[src/rtl/mac_pkg.sv]
// mac_pkg: shared constants and helpers for the parametrised pipelined MAC.
//   DEF_*      : default widths and multiplier depth
//   MAX_ACC_W  : widest accumulator the sat_add helper supports
//   sat_res_t  : sat_add result (overflow bit + value, low ACC_WIDTH bits meaningful)
//   sat_add()  : turns an (ACC_WIDTH+1)-bit signed sum into a clamped or wrapped
//                ACC_WIDTH result and reports whether it left the signed range
package mac_pkg;

    localparam int DEF_A_WIDTH     = 14;
    localparam int DEF_B_WIDTH     = 14;
    localparam int DEF_ACC_WIDTH   = 28;
    localparam int DEF_MULT_STAGES = 2;

    localparam int MAX_ACC_W = 64;

    typedef struct packed {
        logic                 ovf;
        logic [MAX_ACC_W-1:0] val;
    } sat_res_t;

    // sum: the (width+1)-bit signed sum, sign-extended to MAX_ACC_W+1 bits.
    // Out of range exactly when the two top bits of the narrow sum differ.
    function automatic sat_res_t sat_add(input logic [MAX_ACC_W:0] sum,
                                         input int                 width,
                                         input logic               saturate);
        sat_res_t             r;
        logic [MAX_ACC_W:0]   sh;
        logic [MAX_ACC_W-1:0] one;
        logic [MAX_ACC_W-1:0] maxv;
        one   = MAX_ACC_W'(1);
        maxv  = (one << (width - 1)) - one;  // 2^(width-1)-1
        sh    = sum >> (width - 1);          // sh[1] = sign of sum, sh[0] = result msb
        r.ovf = sh[1] ^ sh[0];
        r.val = sum[MAX_ACC_W-1:0];
        // ~maxv is -2^(width-1) sign-extended
        if (r.ovf && saturate)
            r.val = sh[1] ? ~maxv : maxv;
        return r;
    endfunction

endpackage

[src/rtl/pipe_mult.sv]
// pipe_mult: signed a*b registered STAGES times, with the valid bit and a
// one-bit tag carried in a matched shift register so they emerge together.
//   clk, reset       : clock, synchronous active-high reset (valid/tag only)
//   a, b             : signed operands
//   valid_in, tag_in : qualifier and side tag for this cycle's operands
//   p                : full-width signed product, STAGES cycles later
//   valid_out, tag_out : delayed qualifier and tag aligned with p
module pipe_mult import mac_pkg::*; #(
    parameter int A_WIDTH = DEF_A_WIDTH,
    parameter int B_WIDTH = DEF_B_WIDTH,
    parameter int STAGES  = DEF_MULT_STAGES
) (
    input  logic                             clk,
    input  logic                             reset,
    input  logic signed [A_WIDTH-1:0]        a,
    input  logic signed [B_WIDTH-1:0]        b,
    input  logic                             valid_in,
    input  logic                             tag_in,
    output logic signed [A_WIDTH+B_WIDTH-1:0] p,
    output logic                             valid_out,
    output logic                             tag_out
);

    localparam int PW = A_WIDTH + B_WIDTH;

    if (STAGES < 1) begin : g_bad_stages
        $error("pipe_mult: STAGES must be >= 1");
    end

    logic signed [PW-1:0]     prod;
    logic [STAGES-1:0][PW-1:0] prod_pipe;
    logic [STAGES-1:0]         vld_pipe;
    logic [STAGES-1:0]         tag_pipe;

    assign prod = a * b;

    // Data stages carry no reset; only the qualifiers need a known state.
    always_ff @(posedge clk) begin
        prod_pipe[0] <= prod;
        for (int i = 1; i < STAGES; i++)
            prod_pipe[i] <= prod_pipe[i-1];
    end

    always_ff @(posedge clk) begin
        if (reset) begin
            vld_pipe <= '0;
            tag_pipe <= '0;
        end else begin
            vld_pipe[0] <= valid_in;
            tag_pipe[0] <= tag_in & valid_in;
            for (int i = 1; i < STAGES; i++) begin
                vld_pipe[i] <= vld_pipe[i-1];
                tag_pipe[i] <= tag_pipe[i-1];
            end
        end
    end

    assign p         = $signed(prod_pipe[STAGES-1]);
    assign valid_out = vld_pipe[STAGES-1];
    assign tag_out   = tag_pipe[STAGES-1];

endmodule

[src/rtl/param_pipe_mac.sv]
// param_pipe_mac: signed multiply-accumulate with pipelined multiplier,
// in-band accumulator clear, optional saturation and sticky overflow.
//   clk, reset : clock, synchronous active-high reset
//   a, b       : signed operands
//   valid_in   : a, b, clear_acc valid this cycle
//   clear_acc  : this product starts a new sum (ignored when valid_in=0)
//   f          : signed accumulator value
//   valid_out  : f updated this cycle (MULT_STAGES+1 cycles after valid_in)
//   overflow   : sticky range-exceeded flag, cleared by a clear product or reset
module param_pipe_mac import mac_pkg::*; #(
    parameter int A_WIDTH     = DEF_A_WIDTH,
    parameter int B_WIDTH     = DEF_B_WIDTH,
    parameter int ACC_WIDTH   = DEF_ACC_WIDTH,
    parameter int MULT_STAGES = DEF_MULT_STAGES,
    parameter int SATURATE    = 1
) (
    input  logic                        clk,
    input  logic                        reset,
    input  logic signed [A_WIDTH-1:0]   a,
    input  logic signed [B_WIDTH-1:0]   b,
    input  logic                        valid_in,
    input  logic                        clear_acc,
    output logic signed [ACC_WIDTH-1:0] f,
    output logic                        valid_out,
    output logic                        overflow
);

    localparam int PW = A_WIDTH + B_WIDTH;

    if (ACC_WIDTH < PW) begin : g_bad_acc
        $error("param_pipe_mac: ACC_WIDTH must be >= A_WIDTH+B_WIDTH");
    end
    if (ACC_WIDTH > MAX_ACC_W) begin : g_bad_acc_max
        $error("param_pipe_mac: ACC_WIDTH exceeds MAX_ACC_W");
    end
    if (MULT_STAGES < 1 || MULT_STAGES > 4) begin : g_bad_stages
        $error("param_pipe_mac: MULT_STAGES must be in 1..4");
    end

    logic signed [PW-1:0] m_p;
    logic                 m_vld;
    logic                 m_clr;

    pipe_mult #(
        .A_WIDTH (A_WIDTH),
        .B_WIDTH (B_WIDTH),
        .STAGES  (MULT_STAGES)
    ) u_mult (
        .clk       (clk),
        .reset     (reset),
        .a         (a),
        .b         (b),
        .valid_in  (valid_in),
        .tag_in    (clear_acc),
        .p         (m_p),
        .valid_out (m_vld),
        .tag_out   (m_clr)
    );

    // One guard bit above the accumulator catches any single-step overflow.
    logic signed [ACC_WIDTH:0] p_ext;
    logic signed [ACC_WIDTH:0] f_ext;
    logic signed [ACC_WIDTH:0] sum;
    sat_res_t                  res;
    logic                      unused_hi;

    assign p_ext     = (ACC_WIDTH+1)'(m_p);
    assign f_ext     = (ACC_WIDTH+1)'(f);
    assign sum       = f_ext + p_ext;
    assign res       = sat_add((MAX_ACC_W+1)'(sum), ACC_WIDTH, SATURATE != 0);
    assign unused_hi = ^res.val;

    always_ff @(posedge clk) begin
        if (reset) begin
            f         <= '0;
            valid_out <= 1'b0;
            overflow  <= 1'b0;
        end else begin
            valid_out <= m_vld;
            if (m_vld) begin
                if (m_clr) begin
                    f        <= p_ext[ACC_WIDTH-1:0];
                    overflow <= 1'b0;
                end else begin
                    f <= res.val[ACC_WIDTH-1:0];
                    if (res.ovf)
                        overflow <= 1'b1;
                end
            end
        end
    end

endmodule

[config.mk]
export PLATFORM = sky130hd
export DESIGN_NAME = param_pipe_mac
export DESIGN_NICKNAME = d
export VERILOG_FILES = /design/src/rtl/mac_pkg.sv /design/src/rtl/pipe_mult.sv /design/src/rtl/param_pipe_mac.sv
export SDC_FILE = /design/constraint.sdc
export NUM_CORES = 1
export LEC_CHECK = 0
export CORE_ASPECT_RATIO = 1.5
export CORE_MARGIN = 5
export CORE_UTILIZATION = 30
export DETAILED_ROUTE_END_ITERATION = 12
export PLACE_DENSITY = 0.55
export SLEW_MARGIN = 30
export SYNTH_ARGS = -nofsm -noshare
export SYNTH_HDL_FRONTEND = slang
export SYNTH_SLANG_ARGS = --single-unit
[constraint.sdc]
create_clock -name clk -period 10.4 [get_ports clk]
set_input_delay 2.6 -clock clk [delete_from_list [all_inputs] [get_ports clk]]
set_output_delay 2.6 -clock clk [all_outputs]
set_load 0.1 [all_outputs]
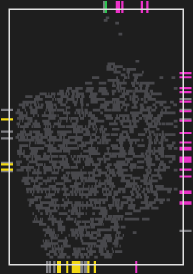
Figure 1: run 1, pin placement.
(1 px per um) Pins as bars across the die edge, other pins in grey.
[green] valid_in | pins: 1 | direction: input | edge: north
[magenta] f | pins: 28 | direction: output | edge: 21 east, 6 north, 1 south
[yellow] a | pins: 14 | direction: input | edge: 11 south, 3 west
all pins by edge: 25 east, 21 south, 8 west, 8 north

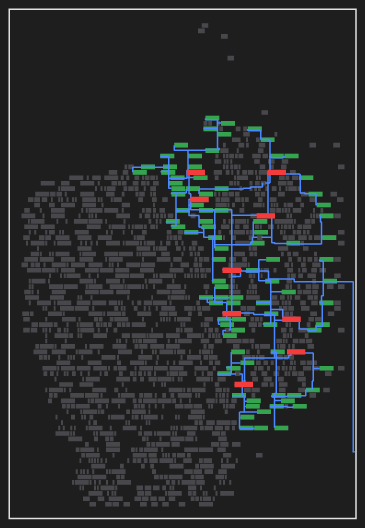
Figure 2: run 1, clock distribution.
(2 px per um)
[red] clock drivers | count: 9
[blue] clock wires | length: 1290 um
[green] flip-flops | count: 90
routed clock nets: 10

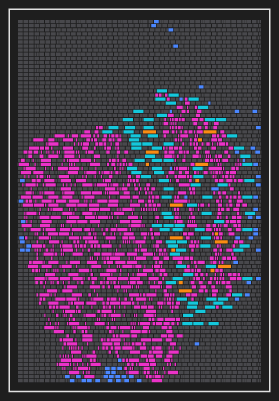
Figure 3: run 1, cells coloured by class.
(1.5 px per um) Fill, decap, tap and diode cells in grey.
[cyan] flops | cells: 90 | share of their area: 14%
[blue] other buffers and delay cells | cells: 65 | share of their area: 5.0%
[orange] clock drivers and dummy loads | cells: 16 | share of their area: 2.3%
[magenta] combinational and other logic | cells: 1157 | share of their area: 78%

==> flow_summary.yaml, run 1 <==
# yosys + openroad results
floorplanning:
  die_area_mm2: 0.0438
  rows: 89
  coreArea_mm2: 0.0393
  pin_count: 62
worst_setup_path:
  crit_top_cell: "fa_1"
  crit_buf_inv: 6
  rr_startpoint: "f[0]"
  r2r_end: "f[2]"
  endpoint: "u_mult.prod_pipe[27]"
  endpoint_kind: "flip-flop"
final_timing:
  min_period_ns: 8.96
  worst_pin_slew_ns: 1.01
  setup_viol: 0
final_layout:
  comb_share_pct: 67.3
  buffers_excl_clock: 65
  nClkBuffers: 9
  logic_area_mm2: 0.00887
  seq_area_share_pct: 13.7
  clkCellAreaFrac_pct: 2.15
synth:
  aoi_share_pct: 12.4
  ys_sh_xor_pct: 3.98
  netlist.top_cell.by_area: "fa_1"
  post_synth_main_logic_family: "adder cells"
  syn-mean-instance-area_um2: 9.22
  syn_inst: 1291
  ff_type: "dfxtp_1"
  synth-edff-count: 0
  synthSimpleGateAreaFrac_pct: 15.2
  synthMuxAreaShare_pct: 0
route:
  wl_met3_um: 530
  wl_met2_um: 16500
cts:
  cts_resized: 0
  cts_hold_buf: 0
worst_hold_path:
  holdPathStages: 0
global_route:
  grt_max_degree: 34
  grt_pass1_vias: 9680
  grt_usage_pct: 13.9
placement:
  gp_congestion: 0.873
  place_worst_setup_slack_ns: 1.07
run_status:
  status: "complete, no violations"
[run 1: worst register-to-register path: cells and delay by family (launching register included)]
family                   cells  cell delay (ns)
buffers and inverters        2             0.47
AND/OR/NAND/NOR              2             0.39
flip-flops                   1             0.40
AND-OR/OR-AND                7             1.69
adder cells (fa/ha/maj)      2             0.60
[run 1: per-stage QoR]
step	area (um2)	hold WS [ns]
floorplan	11900	0.310
global placement	12900	0.311
detailed placement	12900	0.312
CTS	13200	0.327
global route	13200	0.330
finish	13200	0.325
[run 1: sequential cells by signal, indices dropped and copies added (netlist names)]
register / flops
u_mult.vld_pipe: 2
valid_out: 1
u_mult.prod_pipe: 28
overflow: 1
u_mult.tag_pipe: 2
f: 28
u_mult.p: 28
==> inputs of run 2 (changes only) <==
--- a/config.mk
+++ b/config.mk
@@ -5,6 +5,7 @@
 export SDC_FILE = /design/constraint.sdc
 export NUM_CORES = 1
 export LEC_CHECK = 0
+export CAP_MARGIN = 0
 export CORE_ASPECT_RATIO = 1.5
 export CORE_MARGIN = 5
 export CORE_UTILIZATION = 30
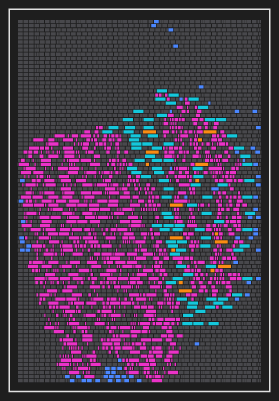
Figure 4: run 2, cells coloured by class.
(1.5 px per um) Fill, decap, tap and diode cells in grey.
[orange] clock drivers and dummy loads | cells: 16 | share of their area: 2.3%
[cyan] flops | cells: 90 | share of their area: 14%
[blue] other buffers and delay cells | cells: 65 | share of their area: 5.0%
[magenta] combinational and other logic | cells: 1157 | share of their area: 78%

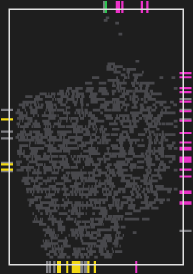
Figure 5: run 2, pin placement.
(1 px per um) Pins as bars across the die edge, other pins in grey.
[magenta] f | pins: 28 | direction: output | edge: 21 east, 6 north, 1 south
[green] valid_in | pins: 1 | direction: input | edge: north
[yellow] a | pins: 14 | direction: input | edge: 11 south, 3 west
all pins by edge: 25 east, 21 south, 8 west, 8 north

==> run 2 against run 1 <==
- utilization is the same
- global-route usage is the same
- flip-flop count is the same
- via count is the same
- register-to-register slack is essentially flat
- critical path type unchanged
- sequential share of layout area is the same
- clock skew is the same
==> flow_summary.yaml, run 2 <==
# yosys + openroad results
run_status:
  status: "complete, no violations"
floorplanning:
  die_area_mm2: 0.0438
  coreArea_mm2: 0.0393
  rows: 89
  pin_count: 62
placement:
  place_area_mm2: 0.0129
  gp_congestion: 0.873
  place_worst_setup_slack_ns: 1.07
final_timing:
  min_period_ns: 8.96
  setup_viol: 0
  worst_pin_slew_ns: 1.01
  fin_hold_ws_ns: 0.325
worst_setup_path:
  crit_buf_inv: 6
  required_ns: 10.67
  endpoint: "u_mult.prod_pipe[27]"
  crit_top_cell: "fa_1"
  r2r_end: "f[2]"
  rr_startpoint: "f[0]"
  endpoint_kind: "flip-flop"
final_layout:
  clkCellAreaFrac_pct: 2.15
  seq_area_share_pct: 13.7
  logic_area_mm2: 0.00887
  buffers_excl_clock: 65
  fin_area_mm2: 0.0132
  comb_share_pct: 67.3
  nClkBuffers: 9
cts:
  cts_resized: 0
synth:
  ff_type: "dfxtp_1"
  synth-edff-count: 0
  netlist.top_cell.by_area: "fa_1"
  syn_inst: 1291
  syn-mean-instance-area_um2: 9.22
worst_hold_path:
  holdPathStages: 0
global_route:
  grt_pass1_vias: 9680
route:
  totalWireLength_um: 29500
  wl_met2_um: 16500
  wl_met3_um: 530
  drc: 0
[run 2: cell counts after synthesis]
Identical to the previous run, type by type.
[run 2: worst register-to-register path: stages (launching register included)]
cell and delay, ns:
dfxtp_1 0.40, ha_1 0.22, inv_1 0.06, fa_1 0.38
nand2b_1 0.21, a21oi_2 0.19, o211ai_1 0.19, a211o_1 0.37
o211a_1 0.28, o21ba_4 0.30, o311ai_4 0.28, buf_4 0.41
a31oi_1 0.08, nor3_1 0.18
[run 2: logic make-up (layout without fill, tap and decap cells)]
logic type | count (synthesis) | count (layout) | share of synthesized area [%]
buf+inv | 304 | 341 | 10.3
fa+ha+maj | 291 | 291 | 43.0
compound gates | 205 | 205 | 12.4
xor+xnor | 54 | 54 | 3.98
flops | 90 | 90 | 15.1
simple gates | 347 | 347 | 15.2
==> inputs of run 3 (changes only) <==
--- a/config.mk
+++ b/config.mk
@@ -6,11 +6,12 @@
 export NUM_CORES = 1
 export LEC_CHECK = 0
 export CAP_MARGIN = 0
-export CORE_ASPECT_RATIO = 1.5
+export CORE_ASPECT_RATIO = 2
 export CORE_MARGIN = 5
 export CORE_UTILIZATION = 30
 export DETAILED_ROUTE_END_ITERATION = 12
 export PLACE_DENSITY = 0.55
+export REMOVE_ABC_BUFFERS = 1
 export SLEW_MARGIN = 30
 export SYNTH_ARGS = -nofsm -noshare
 export SYNTH_HDL_FRONTEND = slang
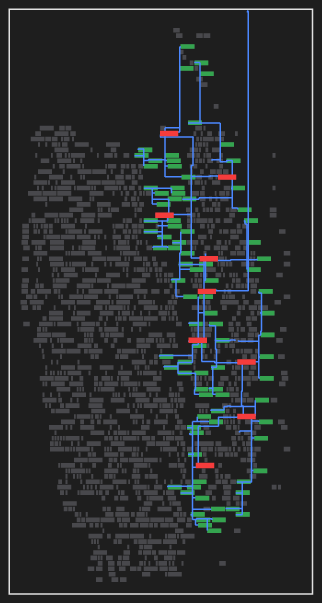
Figure 6: run 3, clock distribution.
(2 px per um)
[blue] clock wires | length: 1380 um
[green] flip-flops | count: 90
[red] clock drivers | count: 9
routed clock nets: 10

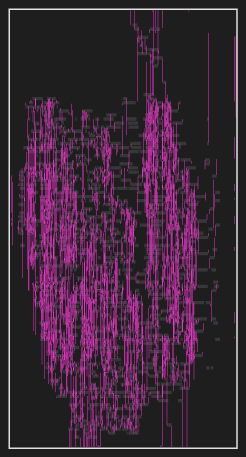
Figure 7: run 3, signal wires on met2.
(1.5 px per um)
longest straight run: 72.9 um
wire length on this layer: 18100 um

==> run 3 against run 2 <==
- cell count up 1.5%
- die size is 0.36% higher
- count of clock-buffer cells in the layout unchanged
- fmax decreased by 0.63%
- sequential share of layout area barely moved
- first-iteration DRC count increased by 21%
- global-route usage up 0.75 points
- critical path type unchanged
==> flow_summary.yaml, run 3 <==
# yosys + openroad results
placement:
  gp_congestion: 0.918
final_layout:
  fin_util_pct: 33.7
  nClkBuffers: 9
  buffer_area_share_pct: 4.88
  logic_area_mm2: 0.00887
  flop_area_mm2: 0.00180
  seq_area_share_pct: 13.6
  clkCellAreaFrac_pct: 2.10
  comb_share_pct: 67.1
  buffers_excl_clock: 68
cts:
  path_clk_slew_ns: 0.07
  cts_resized: 0
  cts_tree: "done"
synth:
  area_leaders: "fa_1 (33%), dfxtp_1 (15%), ha_1 (10%)"
  yosysWarnings: 0
  synthesis.area_mm2: 0.0119
  syn_inst: 1291
  ys_ff: 90
  syn-mean-instance-area_um2: 9.22
  ff_type: "dfxtp_1"
  netlist.top_cell.by_area: "fa_1"
  synth-edff-count: 0
route:
  totalWireLength_um: 30800
  wl_met3_um: 788
  drc: 0
  wl_met2_um: 18100
run_status:
  status: "complete, no violations"
floorplanning:
  pin_count: 62
  rows: 103
  die_area_mm2: 0.0440
  coreArea_mm2: 0.0393
worst_setup_path:
  critPathKind: "in2reg"
  endpoint_kind: "flip-flop"
  endpoint: "u_mult.prod_pipe[26]"
  crit_buf_inv: 7
  rr_startpoint: "f[0]"
  r2r_end: "f[2]"
global_route:
  grt_pass1_vias: 9849
final_timing:
  worst_pin_slew_ns: 0.999
  min_period_ns: 9.02
  setup_viol: 0
  rsz0062_at_grt: "no"
worst_hold_path:
  holdPathStages: 0
## run 3: cell counts after synthesis
No cell type changed its count.
## run 3: stage by stage
| stage | setup WS (ns) | hold WS, ns | instance area, um2 |
|---|---|---|---|
| finish | 1.38 | 0.323 | 13200 |
| global route | 1.00 | 0.323 | 13200 |
| CTS | 1.36 | 0.322 | 13200 |
| detailed placement | 0.981 | 0.312 | 13000 |
| global placement | 1.04 | 0.313 | 13000 |
| floorplan | 2.39 | 0.310 | 11700 |
## run 3: cell families after synthesis
family                     count (synthesis)  synth area share (%)
DFF                                       90                  15.1
xor gates and xnor gates                  54                  3.98
AOI/OAI and AO/OA                        205                  12.4
buffers and inverters                    304                  10.3
and+or+nand+nor                          347                  15.2
adders and majority gates                291                  43.0
